===== config.mk =====
export PLATFORM = sky130hd
export DESIGN_NAME = axis_source_flat
export DESIGN_NICKNAME = d
export VERILOG_FILES = /design/src/rtl/axis_pkg.sv /design/src/rtl/axis_source_if.sv /design/src/rtl/axis_fifo.sv /design/src/rtl/axis_source.sv /design/src/flat_wrapper.sv
export SDC_FILE = /design/constraint.sdc
export NUM_CORES = 1
export LEC_CHECK = 0
export CAP_MARGIN = 20
export CORE_ASPECT_RATIO = 1.25
export CORE_MARGIN = 2
export CORE_UTILIZATION = 63
export CTS_BUF_LIST = sky130_fd_sc_hd__clkbuf_2
export DETAILED_ROUTE_END_ITERATION = 16
export PLACE_DENSITY_LB_ADDON = 0.05
export SLEW_MARGIN = 10
export SYNTH_ARGS = -nofsm -noshare
export SYNTH_HDL_FRONTEND = slang
export SYNTH_HIERARCHICAL = 1
export SYNTH_SLANG_ARGS = --single-unit

===== constraint.sdc =====
create_clock -name clk -period 4.3 [get_ports clk]
set_clock_uncertainty 0.15 [all_clocks]
set_input_delay 1.075 -clock clk [delete_from_list [all_inputs] [get_ports clk]]
set_output_delay 1.075 -clock clk [all_outputs]
set_load 0.01 [all_outputs]

===== src/rtl/axis_pkg.sv =====
// Shared AXI-Stream definitions used by axis_source and axis_sink.
// No logic; constants and an elaboration-time helper only.
// No backpressure involvement.
package axis_pkg;

    localparam int AXIS_WIDTH = 32;

    // Ceiling log2 for sizing pointers and counters; clog2(1) = 0.
    function automatic int clog2(input int value);
        int result;
        int remaining;
        result    = 0;
        remaining = value - 1;
        while (remaining > 0) begin
            result++;
            remaining = remaining >> 1;
        end
        return result;
    endfunction

endpackage


===== src/rtl/axis_source_if.sv =====
// AXI-Stream bundle: master drives valid/data/last, slave drives ready.
// No latency; pure wiring.
// Backpressure carried by tready from slave to master.
interface axis_source_if #(
    parameter int AXIS_WIDTH = axis_pkg::AXIS_WIDTH
);
    logic                  tvalid;
    logic                  tready;
    logic [AXIS_WIDTH-1:0] tdata;
    logic                  tlast;

    modport master (output tvalid, output tdata, output tlast, input tready);
    modport slave  (input tvalid, input tdata, input tlast, output tready);
endinterface


===== src/rtl/axis_fifo.sv =====
// Synchronous FIFO with occupancy counter; full/empty come from the counter.
// Head word visible on rd_data combinationally; write-to-readable is 1 cycle.
// Writes while full and reads while empty are ignored.
module axis_fifo
    import axis_pkg::*;
#(
    parameter int AXIS_WIDTH = axis_pkg::AXIS_WIDTH,
    parameter int FIFO_DEPTH = 4
) (
    input  logic                        clk,
    input  logic                        reset,
    input  logic                        wr_en,
    input  logic [AXIS_WIDTH-1:0]       wr_data,
    input  logic                        rd_en,
    output logic [AXIS_WIDTH-1:0]       rd_data,
    output logic                        full,
    output logic                        empty,
    output logic [clog2(FIFO_DEPTH):0]  count
);
    localparam int PW = clog2(FIFO_DEPTH);
    localparam int CW = PW + 1;

    logic [AXIS_WIDTH-1:0] mem [FIFO_DEPTH];
    logic [PW-1:0]         wr_ptr;
    logic [PW-1:0]         rd_ptr;
    logic                  do_wr;
    logic                  do_rd;

    assign full    = (count == CW'(FIFO_DEPTH));
    assign empty   = (count == '0);
    assign do_wr   = wr_en && !full;
    assign do_rd   = rd_en && !empty;
    assign rd_data = mem[rd_ptr];

    // Storage array: data needs no reset, it is only read when count says valid.
    always_ff @(posedge clk) begin
        if (do_wr) begin
            mem[wr_ptr] <= wr_data;
        end
    end

    // Pointers wrap naturally; count tracks occupancy and holds on write+read.
    always_ff @(posedge clk) begin
        if (reset) begin
            wr_ptr <= '0;
            rd_ptr <= '0;
            count  <= '0;
        end else begin
            if (do_wr) wr_ptr <= wr_ptr + PW'(1);
            if (do_rd) rd_ptr <= rd_ptr + PW'(1);
            case ({do_wr, do_rd})
                2'b10:   count <= count + CW'(1);
                2'b01:   count <= count - CW'(1);
                default: count <= count;
            endcase
        end
    end
endmodule


===== src/rtl/axis_source.sv =====
// Local valid/ready producer port to AXI-Stream master, tlast every PKT_LEN beats.
// 2 cycles from accept to tvalid; 1 beat/cycle sustained.
// tready low fills FIFO + output register, then ready drops; nothing is lost.
module axis_source
    import axis_pkg::*;
#(
    parameter int AXIS_WIDTH = axis_pkg::AXIS_WIDTH,
    parameter int PKT_LEN    = 16,
    parameter int FIFO_DEPTH = 4
) (
    input  logic                  clk,
    input  logic                  reset,
    input  logic                  valid,
    input  logic [AXIS_WIDTH-1:0] data_in,
    output logic                  ready,
    output logic                  idle,
    axis_source_if.master         m_axis
);
    localparam int CW = clog2(FIFO_DEPTH) + 1;
    localparam int BW = (clog2(PKT_LEN) >= 1) ? clog2(PKT_LEN) : 1;
    localparam logic [BW-1:0] LAST_BEAT = BW'(PKT_LEN - 1);

    logic                  wr;
    logic                  load;
    logic                  full;
    logic                  empty;
    logic [CW-1:0]         count;
    logic [CW-1:0]         count_next;
    logic [AXIS_WIDTH-1:0] head;
    logic [BW-1:0]         beat;
    logic                  tvalid_q;
    logic                  tlast_q;
    logic [AXIS_WIDTH-1:0] tdata_q;

    // ready is registered, so it already guarantees room; full is a second guard.
    assign wr         = valid && ready && !full && !reset;
    assign load       = !empty && (!tvalid_q || m_axis.tready);
    assign count_next = count + CW'(wr) - CW'(load);
    assign idle       = empty && !tvalid_q;

    assign m_axis.tvalid = tvalid_q;
    assign m_axis.tdata  = tdata_q;
    assign m_axis.tlast  = tlast_q;

    axis_fifo #(
        .AXIS_WIDTH (AXIS_WIDTH),
        .FIFO_DEPTH (FIFO_DEPTH)
    ) u_fifo (
        .clk     (clk),
        .reset   (reset),
        .wr_en   (wr),
        .wr_data (data_in),
        .rd_en   (load),
        .rd_data (head),
        .full    (full),
        .empty   (empty),
        .count   (count)
    );

    // Producer ready: accept next cycle only if the FIFO will still have room.
    always_ff @(posedge clk) begin
        if (reset) begin
            ready <= 1'b0;
        end else begin
            ready <= (count_next < CW'(FIFO_DEPTH));
        end
    end

    // Output register: refill from FIFO head whenever empty or being consumed.
    always_ff @(posedge clk) begin
        if (reset) begin
            tvalid_q <= 1'b0;
            tdata_q  <= '0;
            tlast_q  <= 1'b0;
        end else if (load) begin
            tvalid_q <= 1'b1;
            tdata_q  <= head;
            tlast_q  <= (beat == LAST_BEAT);
        end else if (tvalid_q && m_axis.tready) begin
            tvalid_q <= 1'b0;
        end
    end

    // Beat position within the packet, advanced once per output load.
    always_ff @(posedge clk) begin
        if (reset) begin
            beat <= '0;
        end else if (load) begin
            beat <= (beat == LAST_BEAT) ? '0 : beat + BW'(1);
        end
    end
endmodule

===== src/flat_wrapper.sv =====
// flat-port wrapper written by rule: the top's interface ports become plain ports
module axis_source_flat import axis_pkg::*;
#(
    parameter int AXIS_WIDTH = axis_pkg::AXIS_WIDTH,
    parameter int PKT_LEN    = 16,
    parameter int FIFO_DEPTH = 4
)
  (clk, reset, valid, data_in, ready, idle, m_axis_tvalid, m_axis_tdata, m_axis_tlast, m_axis_tready);
  axis_source_if #(.AXIS_WIDTH(AXIS_WIDTH)) m_axis_i ();
  input  logic clk;
  input  logic reset;
  input  logic valid;
  input  logic [AXIS_WIDTH-1:0] data_in;
  output logic ready;
  output logic idle;
  output wire logic [$bits(m_axis_i.tvalid)-1:0] m_axis_tvalid;
  output wire logic [$bits(m_axis_i.tdata)-1:0] m_axis_tdata;
  output wire logic [$bits(m_axis_i.tlast)-1:0] m_axis_tlast;
  input wire logic [$bits(m_axis_i.tready)-1:0] m_axis_tready;
  assign m_axis_tvalid = m_axis_i.tvalid;
  assign m_axis_tdata = m_axis_i.tdata;
  assign m_axis_tlast = m_axis_i.tlast;
  assign m_axis_i.tready = m_axis_tready;
  axis_source #(.AXIS_WIDTH(AXIS_WIDTH), .PKT_LEN(PKT_LEN), .FIFO_DEPTH(FIFO_DEPTH)) u_core (.clk(clk), .reset(reset), .valid(valid), .data_in(data_in), .ready(ready), .idle(idle), .m_axis(m_axis_i));
endmodule

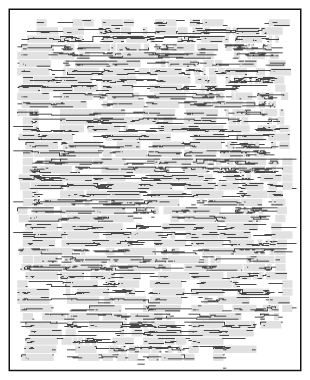
(run_1/met1.png)
Scale: 3 px per um.
476 nets have wire on it. The longest straight run is 33.3 um. The wires run mostly horizontal. The layer carries 5070 um of wire.

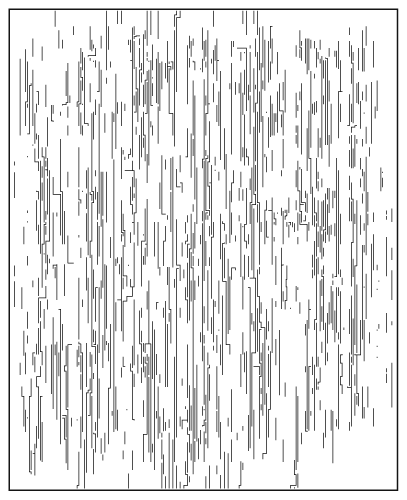
(run_1/met2.png)
Scale: 4 px per um.
The layer holds 51% of the routed length. The wires run mostly vertical. The layer carries 6430 um of wire. 475 nets have wire on it. The longest straight run is 68.0 um.

==> report_table.html, run 1 <==
<h2>Implementation results</h2>
<table>
<tr><th>Metric</th><th>Value</th></tr>
<tr><th colspan="2">Cells and area</th></tr>
<tr><td>Sequential cell count of the final layout</td><td>176</td></tr>
<tr><td>Top cell class by occupied area</td><td>sequential cells</td></tr>
<tr><td>Final core occ</td><td>74.25%</td></tr>
<tr><td>Non-CTS buffers</td><td>80</td></tr>
<tr><td>Top register by number of flip-flops</td><td>u_core/u_fifo/mem</td></tr>
<tr><td>Comb. cell area</td><td>1742 um2</td></tr>
<tr><td>Inverter count of the layout excluding clock inverters</td><td>13</td></tr>
<tr><td>Most common cell after layout, fill and taps aside</td><td>edfxtp_1</td></tr>
<tr><td>Share of the final layout cell area in sequential cells</td><td>61.60%</td></tr>
<tr><td>Net count reported at finish</td><td>531</td></tr>
<tr><td>Logic share of the area</td><td>22.32%</td></tr>
<tr><td>Count of non-filler cells in the finished layout</td><td>approximately 630</td></tr>
<tr><th colspan="2">Synth</th></tr>
<tr><td>Post-synth net total</td><td>459</td></tr>
<tr><td>Xor/xnor share</td><td>less than 1%</td></tr>
<tr><td>Top cells by count, synth</td><td>128 x edfxtp_1, 48 x dfxtp_1, 43 x a21oi_1</td></tr>
<tr><td>Number of distinct library cells after synthesis</td><td>39</td></tr>
<tr><td>Adder-cell share of the synthesized area</td><td>1.775%</td></tr>
<tr><td>FFs w/ async S/R, synth</td><td>0%</td></tr>
<tr><td>Number of flip-flops and latches in the synthesized netlist</td><td>176</td></tr>
<tr><td>Largest family of logic cells by area</td><td>multiplexers</td></tr>
<tr><td>Mean post-synth cell area</td><td>about 16 um2</td></tr>
<tr><td>Post-synthesis chip area from yosys</td><td>6768 um2</td></tr>
<tr><td>Synth Seq Share</td><td>70.99%</td></tr>
<tr><td>Mapped Area</td><td>6768 um2</td></tr>
<tr><th colspan="2">Global route</th></tr>
<tr><td>Gr busiest metal</td><td>met2</td></tr>
<tr><td>Global routing usage summed across all routing layers</td><td>22.62%</td></tr>
<tr><td>Wire length of the first global-routing pass</td><td>19870 um</td></tr>
<tr><td>Met1 layer usage reported by global route</td><td>30.19%</td></tr>
<tr><td>M2 GR Usage</td><td>37.24%</td></tr>
<tr><th colspan="2">Floorplanning</th></tr>
<tr><td>Vertical extent of the die</td><td>between 100 and 150 um</td></tr>
<tr><td>Horizontal extent of the die</td><td>approximately 97 um</td></tr>
<tr><th colspan="2">Final timing</th></tr>
<tr><td>Slew margin rel.</td><td>slightly above 40%</td></tr>
<tr><td>Final critical-path share of the clock period</td><td>a little over four fifths</td></tr>
<tr><td>Final critical delay including setup and external delays</td><td>3.620 ns</td></tr>
<tr><td>Setup Total Neg Slack</td><td>0 ns</td></tr>
<tr><th colspan="2">Power and ir drop</th></tr>
<tr><td>Sw Pwr</td><td>0.0007221 W</td></tr>
<tr><td>Clock share of power</td><td>29.3%</td></tr>
<tr><td>Clock network power</td><td>0.000892 W</td></tr>
<tr><td>Total design power</td><td>0.003046 W</td></tr>
<tr><td>Power dissipated in sequential cells</td><td>approximately 0.0019 W</td></tr>
<tr><td>Total internal power</td><td>~0.0023 W</td></tr>
<tr><td>Portion of total power attributed to combinational logic</td><td>just under 9%</td></tr>
<tr><td>Switch share</td><td>23.70%</td></tr>
<tr><th colspan="2">Detailed routing</th></tr>
<tr><td>WL per Instance</td><td>19.76 um</td></tr>
<tr><td>Per-cell via count in the routed design</td><td>between 6 and 7</td></tr>
<tr><td>Total number of vias</td><td>3843</td></tr>
<tr><td># DRC</td><td>0</td></tr>
<tr><td>Total length of routed met2 wires</td><td>6431 um</td></tr>
<tr><td>Drt initial violations</td><td>319</td></tr>
<tr><td>Drt pass-1 iters</td><td>5</td></tr>
<tr><th colspan="2">Setup path</th></tr>
<tr><td>CP max FO</td><td>35</td></tr>
<tr><td>Crit Path Class</td><td>reg -&gt; out</td></tr>
<tr><td>Largest stage delay on the critical path</td><td>0.55 ns</td></tr>
<tr><td>CP required</td><td>3.07 ns</td></tr>
<tr><td>Number of stages on the worst setup path</td><td>5</td></tr>
<tr><td>First element of the critical path</td><td>u_core/u_fifo/count[0]</td></tr>
<tr><td>Worst path top cell family by delay</td><td>buffers and inverters</td></tr>
<tr><td>Worst setup SP type</td><td>register</td></tr>
<tr><td>CP Capture Type</td><td>output pin</td></tr>
<tr><th colspan="2">Flow run</th></tr>
<tr><td>Total tool warning count</td><td>29</td></tr>
<tr><th colspan="2">Place</th></tr>
<tr><td>Sum of net half-perimeters after detailed placement</td><td>a little over 7000 um</td></tr>
<tr><td>Placed standard-cell area</td><td>about 7500 um2</td></tr>
<tr><th colspan="2">Outcome</th></tr>
<tr><td>Status</td><td>finished, final reports clean</td></tr>
<tr><th colspan="2">Min path</th></tr>
<tr><td>Hold Path Class</td><td>reg -&gt; reg</td></tr>
<tr><th colspan="2">Clock network</th></tr>
<tr><td>Insertion delay to the later sink of the worst-skew pair</td><td>approximately 0.70 ns</td></tr>
<tr><td>Clock Tree Root</td><td>clkbuf_2</td></tr>
<tr><td>CTS Buf Count</td><td>17</td></tr>
<tr><td>Num Clock Sinks</td><td>176</td></tr>
</table>
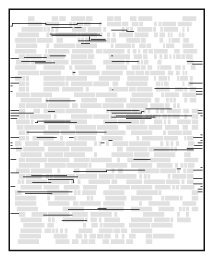
(run_1/met3.png)
Scale: 2 px per um.
The layer holds 6.7% of the routed length. The wires run mostly horizontal.

==> run_1/final_congestion.png <==
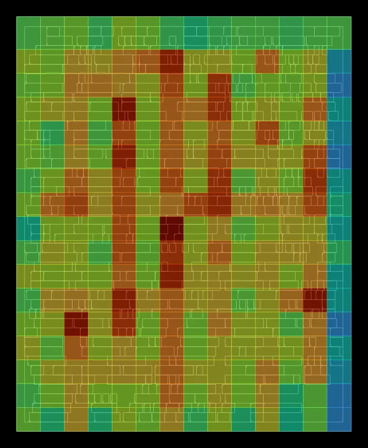

--- run 2 (diff from run 1) ---
--- a/config.mk
+++ b/config.mk
@@ -8,7 +8,7 @@
 export CAP_MARGIN = 20
 export CORE_ASPECT_RATIO = 1.25
 export CORE_MARGIN = 2
-export CORE_UTILIZATION = 63
+export CORE_UTILIZATION = 53
 export CTS_BUF_LIST = sky130_fd_sc_hd__clkbuf_2
 export DETAILED_ROUTE_END_ITERATION = 16
 export PLACE_DENSITY_LB_ADDON = 0.05
==> constraint.sdc (replaced) <==
create_clock -name clk -period 3.3 [get_ports clk]
set_clock_uncertainty 0.15 [all_clocks]
set_input_delay 0.825 -clock clk [delete_from_list [all_inputs] [get_ports clk]]
set_output_delay 0.825 -clock clk [all_outputs]
set_load 0.01 [all_outputs]
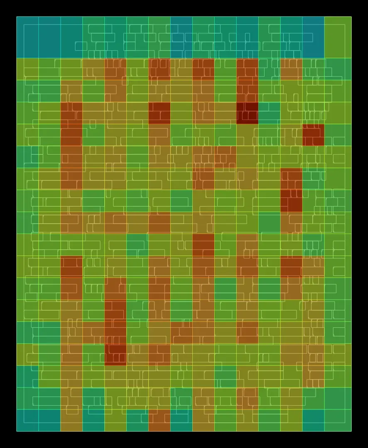
(run_2/final_congestion.png)
M2 GR Usage: 35.26%
global-route track usage on met3: 5.345%
WL per Instance: 19.15 um
final core occ: 63.47%
global routing usage summed across all routing layers: 20.10%

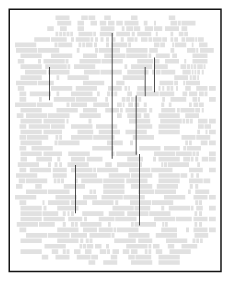
(run_2/met4.png)
Scale: 2 px per um.
The wires run mostly vertical. The layer carries 199 um of wire. The layer holds 1.5% of the routed length. 3 nets have wire on it.

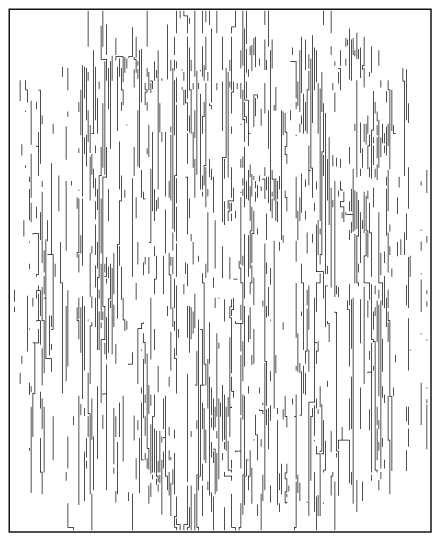
(run_2/met2.png)
Scale: 4 px per um.
The longest straight run is 51.3 um. The layer holds 53% of the routed length. The layer carries 6830 um of wire.

==> run 2 against run 1 <==
Clock-buffer cell count increased by 1. Flip-flop count unchanged. Critical endpoint unchanged. Combinational power up 36%. Largest power group unchanged. Sequential share of layout area fell by 1.5 points. Synthesized area unchanged. Utilization decreased by 11 points. Via count shrank 1.6%. First-iteration DRC count is 53% lower. Power increased by 36%. Setup slack worse by 0.48 ns. Design area up 2.5%. Critical path type unchanged. Global-route usage down 2.5 points.
==> report_table.html, run 2 <==
<h2>Implementation results</h2>
<table>
<tr><th>Metric</th><th>Value</th></tr>
<tr><th colspan="2">Synth</th></tr>
<tr><td>Adder-cell share of the synthesized area</td><td>1.775%</td></tr>
<tr><td>Number of distinct library cells after synthesis</td><td>39</td></tr>
<tr><td>Post-synth net total</td><td>459</td></tr>
<tr><td>Mapped Area</td><td>slightly below 7000 um2</td></tr>
<tr><td>Number of flip-flops and latches in the synthesized netlist</td><td>176</td></tr>
<tr><td>Xor/xnor share</td><td>less than 1%</td></tr>
<tr><td>Mean post-synth cell area</td><td>16.35 um2</td></tr>
<tr><td>Synth Seq Share</td><td>70.99%</td></tr>
<tr><td>Post-synthesis chip area from yosys</td><td>6768 um2</td></tr>
<tr><td>FFs w/ async S/R, synth</td><td>0%</td></tr>
<tr><td>Dominant synthesized flop cell</td><td>edfxtp_1</td></tr>
<tr><td>Top cells by count, synth</td><td>128 x edfxtp_1, 48 x dfxtp_1, 43 x a21oi_1</td></tr>
<tr><td>MUX area fraction</td><td>10.91%</td></tr>
<tr><td>Largest family of logic cells by area</td><td>multiplexers</td></tr>
<tr><th colspan="2">Setup path</th></tr>
<tr><td>First element of the critical path</td><td>u_core/u_fifo/count[1]</td></tr>
<tr><td>Number of stages on the worst setup path</td><td>4</td></tr>
<tr><td>Crit Path Class</td><td>reg -&gt; out</td></tr>
<tr><td>Worst path top cell family by delay</td><td>buffers and inverters</td></tr>
<tr><td>CP required</td><td>2.32 ns</td></tr>
<tr><td>Count of cells along the worst register-to-register path</td><td>11</td></tr>
<tr><td>CP max FO</td><td>7</td></tr>
<tr><td>CP Capture Type</td><td>output pin</td></tr>
<tr><td>Critical path cell sequence</td><td>nor3_4 -&gt; inv_1 -&gt; nor2_1 -&gt; clkdlybuf4s50_1</td></tr>
<tr><th colspan="2">Outcome</th></tr>
<tr><td>Status</td><td>finished, final reports clean</td></tr>
<tr><th colspan="2">Final timing</th></tr>
<tr><td>Slew margin rel.</td><td>between 40% and 50%</td></tr>
<tr><td>Final critical-path share of the clock period</td><td>approximately 94%</td></tr>
<tr><td>RSZ-0062 raised after global routing</td><td>no</td></tr>
<tr><td>Final critical delay including setup and external delays</td><td>between 3 and 4 ns</td></tr>
<tr><th colspan="2">Power and ir drop</th></tr>
<tr><td>Switch share</td><td>21.69%</td></tr>
<tr><td>Sw Pwr</td><td>0.0008981 W</td></tr>
<tr><td>Leakage component of the power</td><td>2.513 nW</td></tr>
<tr><td>Clock network power</td><td>0.00132 W</td></tr>
<tr><td>Portion of total power attributed to combinational logic</td><td>8.7%</td></tr>
<tr><td>Total design power</td><td>about 0.0041 W</td></tr>
<tr><th colspan="2">Min path</th></tr>
<tr><td>Hold Path Class</td><td>reg -&gt; reg</td></tr>
<tr><td>Hold Crit Depth</td><td>2</td></tr>
<tr><th colspan="2">Place</th></tr>
<tr><td>Placed standard-cell area</td><td>7686 um2</td></tr>
<tr><th colspan="2">Cells and area</th></tr>
<tr><td>Fillcell total</td><td>between 900 and 1k</td></tr>
<tr><td>Top cell class by occupied area</td><td>sequential cells</td></tr>
<tr><td>Sequential cell count of the final layout</td><td>approximately 180</td></tr>
<tr><td>Share of the final layout cell area in sequential cells</td><td>between 60 and 70%</td></tr>
<tr><td>Logic share of the area</td><td>21.77%</td></tr>
<tr><td>Most common cell after layout, fill and taps aside</td><td>edfxtp_1</td></tr>
<tr><td>Net count reported at finish</td><td>535</td></tr>
<tr><td>Non-CTS buffers</td><td>84</td></tr>
<tr><td>Comb. cell area</td><td>1742 um2</td></tr>
<tr><td>Top register by number of flip-flops</td><td>u_core/u_fifo/mem</td></tr>
<tr><td>Count of non-filler cells in the finished layout</td><td>around 670</td></tr>
<tr><td>Fraction of final layout cells sized beyond drive strength 1</td><td>17.30%</td></tr>
<tr><th colspan="2">Global route</th></tr>
<tr><td>Wire length of the first global-routing pass</td><td>20130 um</td></tr>
<tr><td>Met1 layer usage reported by global route</td><td>24.41%</td></tr>
<tr><th colspan="2">Floorplanning</th></tr>
<tr><td>Horizontal extent of the die</td><td>105.1 um</td></tr>
<tr><td>Vertical extent of the die</td><td>130.3 um</td></tr>
<tr><th colspan="2">Flow run</th></tr>
<tr><td>Total tool warning count</td><td>29</td></tr>
<tr><th colspan="2">Detailed routing</th></tr>
<tr><td>Drt pass-1 iters</td><td>4</td></tr>
<tr><td>Total length of routed met2 wires</td><td>6826 um</td></tr>
<tr><td>Per-cell via count in the routed design</td><td>roughly 5.6</td></tr>
<tr><td>Drt initial violations</td><td>150</td></tr>
<tr><td># DRC</td><td>0</td></tr>
<tr><td>Total number of vias</td><td>3782</td></tr>
<tr><th colspan="2">Clock network</th></tr>
<tr><td>Num Clock Sinks</td><td>approximately 180</td></tr>
<tr><td>Clock Tree Root</td><td>clkbuf_2</td></tr>
<tr><td>Insertion delay to the later sink of the worst-skew pair</td><td>approximately 0.7 ns</td></tr>
</table>
--- run 3 (diff from run 2) ---
--- a/config.mk
+++ b/config.mk
@@ -12,6 +12,7 @@
 export CTS_BUF_LIST = sky130_fd_sc_hd__clkbuf_2
 export DETAILED_ROUTE_END_ITERATION = 16
 export PLACE_DENSITY_LB_ADDON = 0.05
+export SKIP_LAST_GASP = 1
 export SLEW_MARGIN = 10
 export SYNTH_ARGS = -nofsm -noshare
 export SYNTH_HDL_FRONTEND = slang
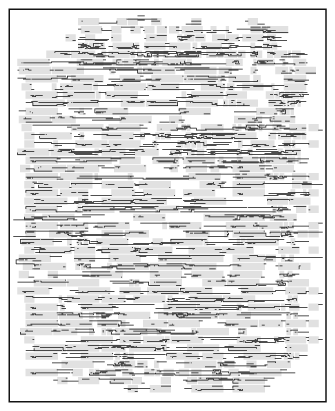
(run_3/met1.png)
Scale: 3 px per um.
The layer carries 5400 um of wire. 492 nets have wire on it.

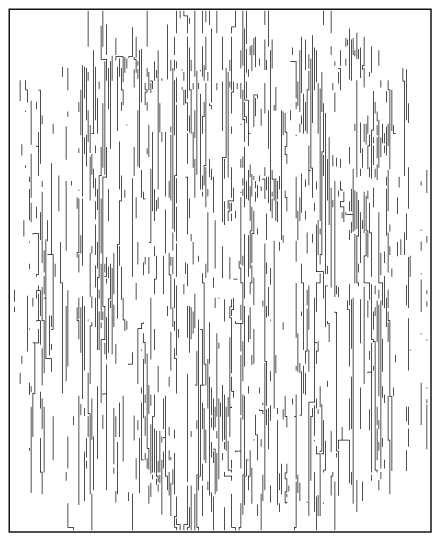
(run_3/met2.png)
Scale: 4 px per um.
The wires run mostly vertical. The layer carries 6830 um of wire.

==> run 3 against run 2 <==
Design area unchanged. Via count unchanged. Worst hold slack is the same. Wire length did not move. Critical path depth unchanged. Synthesized cell count did not move. Fmax unchanged. Setup slack unchanged. First-iteration DRC count is the same. Clock-buffer cell count stayed put. Largest cell class unchanged.
==> report_table.html, run 3 <==
<h2>Implementation results</h2>
<table>
<tr><th>Metric</th><th>Value</th></tr>
<tr><th colspan="2">Outcome</th></tr>
<tr><td>Status</td><td>finished, final reports clean</td></tr>
<tr><th colspan="2">Synth</th></tr>
<tr><td>Largest family of logic cells by area</td><td>multiplexers</td></tr>
<tr><td>Xor/xnor share</td><td>0.5177%</td></tr>
<tr><td>Post-synth net total</td><td>approximately 460</td></tr>
<tr><td>Post-synthesis chip area from yosys</td><td>6768 um2</td></tr>
<tr><td>Adder-cell share of the synthesized area</td><td>1.775%</td></tr>
<tr><td>Mapped Area</td><td>6768 um2</td></tr>
<tr><td>Dominant synthesized flop cell</td><td>edfxtp_1</td></tr>
<tr><td>Number of distinct library cells after synthesis</td><td>39</td></tr>
<tr><td>Top cells by count, synth</td><td>128 x edfxtp_1, 48 x dfxtp_1, 43 x a21oi_1</td></tr>
<tr><td>Number of flip-flops and latches in the synthesized netlist</td><td>approximately 180</td></tr>
<tr><td>Mean post-synth cell area</td><td>16.35 um2</td></tr>
<tr><td>MUX area fraction</td><td>10.91%</td></tr>
<tr><td>Synth Seq Share</td><td>70.99%</td></tr>
<tr><th colspan="2">Global route</th></tr>
<tr><td>M2 GR Usage</td><td>a little over a third</td></tr>
<tr><td>Gr busiest metal</td><td>met2</td></tr>
<tr><td>Global-route track usage on met3</td><td>5.345%</td></tr>
<tr><td>Met1 layer usage reported by global route</td><td>about a quarter</td></tr>
<tr><th colspan="2">Detailed routing</th></tr>
<tr><td># DRC</td><td>0</td></tr>
<tr><td>Total length of routed met2 wires</td><td>6826 um</td></tr>
<tr><td>Drt pass-1 iters</td><td>4</td></tr>
<tr><td>WL per Instance</td><td>19.15 um</td></tr>
<tr><th colspan="2">Power and ir drop</th></tr>
<tr><td>Total design power</td><td>0.004141 W</td></tr>
<tr><td>Clock share of power</td><td>31.9%</td></tr>
<tr><td>Power dissipated in sequential cells</td><td>~0.0025 W</td></tr>
<tr><td>Total internal power</td><td>0.003243 W</td></tr>
<tr><td>Clock network power</td><td>~0.0013 W</td></tr>
<tr><td>Switch share</td><td>21.69%</td></tr>
<tr><th colspan="2">Final timing</th></tr>
<tr><td>Final critical-path share of the clock period</td><td>94.06%</td></tr>
<tr><td>Slew margin rel.</td><td>40.03%</td></tr>
<tr><td>RSZ-0062 raised after global routing</td><td>no</td></tr>
<tr><td>Final critical delay including setup and external delays</td><td>3.104 ns</td></tr>
<tr><td>Setup Total Neg Slack</td><td>0 ns</td></tr>
<tr><th colspan="2">Min path</th></tr>
<tr><td>Hold Path Class</td><td>reg -&gt; reg</td></tr>
<tr><td>Hold Crit Depth</td><td>2</td></tr>
<tr><th colspan="2">Cells and area</th></tr>
<tr><td>Share of the final layout cell area in sequential cells</td><td>60.12%</td></tr>
<tr><td>Comb. cell area</td><td>1742 um2</td></tr>
<tr><td>Net count reported at finish</td><td>535</td></tr>
<tr><td>Inverter count of the layout excluding clock inverters</td><td>13</td></tr>
<tr><td>Fillcell total</td><td>953</td></tr>
<tr><td>Final core occ</td><td>63.47%</td></tr>
<tr><td>Sequential cell count of the final layout</td><td>176</td></tr>
<tr><td>Top cell class by occupied area</td><td>sequential cells</td></tr>
<tr><td>Fraction of final layout cells sized beyond drive strength 1</td><td>17.30%</td></tr>
<tr><td>Most common cell after layout, fill and taps aside</td><td>edfxtp_1</td></tr>
<tr><td>Logic share of the area</td><td>a little over a fifth</td></tr>
<tr><th colspan="2">Setup path</th></tr>
<tr><td>Critical path cell sequence</td><td>nor3_4 -&gt; inv_1 -&gt; nor2_1 -&gt; clkdlybuf4s50_1</td></tr>
<tr><td>Worst path top cell family by delay</td><td>buffers and inverters</td></tr>
<tr><td>First element of the critical path</td><td>u_core/u_fifo/count[1]</td></tr>
<tr><td>Largest stage delay on the critical path</td><td>0.55 ns</td></tr>
<tr><td>CP required</td><td>between 2 and 2.5 ns</td></tr>
<tr><td>CP max FO</td><td>7</td></tr>
<tr><td>Number of stages on the worst setup path</td><td>4</td></tr>
<tr><td>Count of cells along the worst register-to-register path</td><td>11</td></tr>
<tr><th colspan="2">Flow run</th></tr>
<tr><td>Total tool warning count</td><td>29</td></tr>
<tr><th colspan="2">Place</th></tr>
<tr><td>Placed standard-cell area</td><td>approximately 7700 um2</td></tr>
<tr><td>Sum of net half-perimeters after detailed placement</td><td>7358 um</td></tr>
<tr><th colspan="2">Clock network</th></tr>
<tr><td>Insertion delay to the later sink of the worst-skew pair</td><td>0.71 ns</td></tr>
<tr><td>Num Clock Sinks</td><td>176</td></tr>
<tr><td>CTS Buf Count</td><td>17</td></tr>
<tr><td>Clock Tree Root</td><td>clkbuf_2</td></tr>
</table>
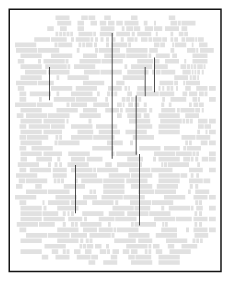
(run_3/met4.png)
Scale: 2 px per um.
final WL: 12870 um
total number of vias: 3782

Power is estimated from default activity; no workload was simulated.
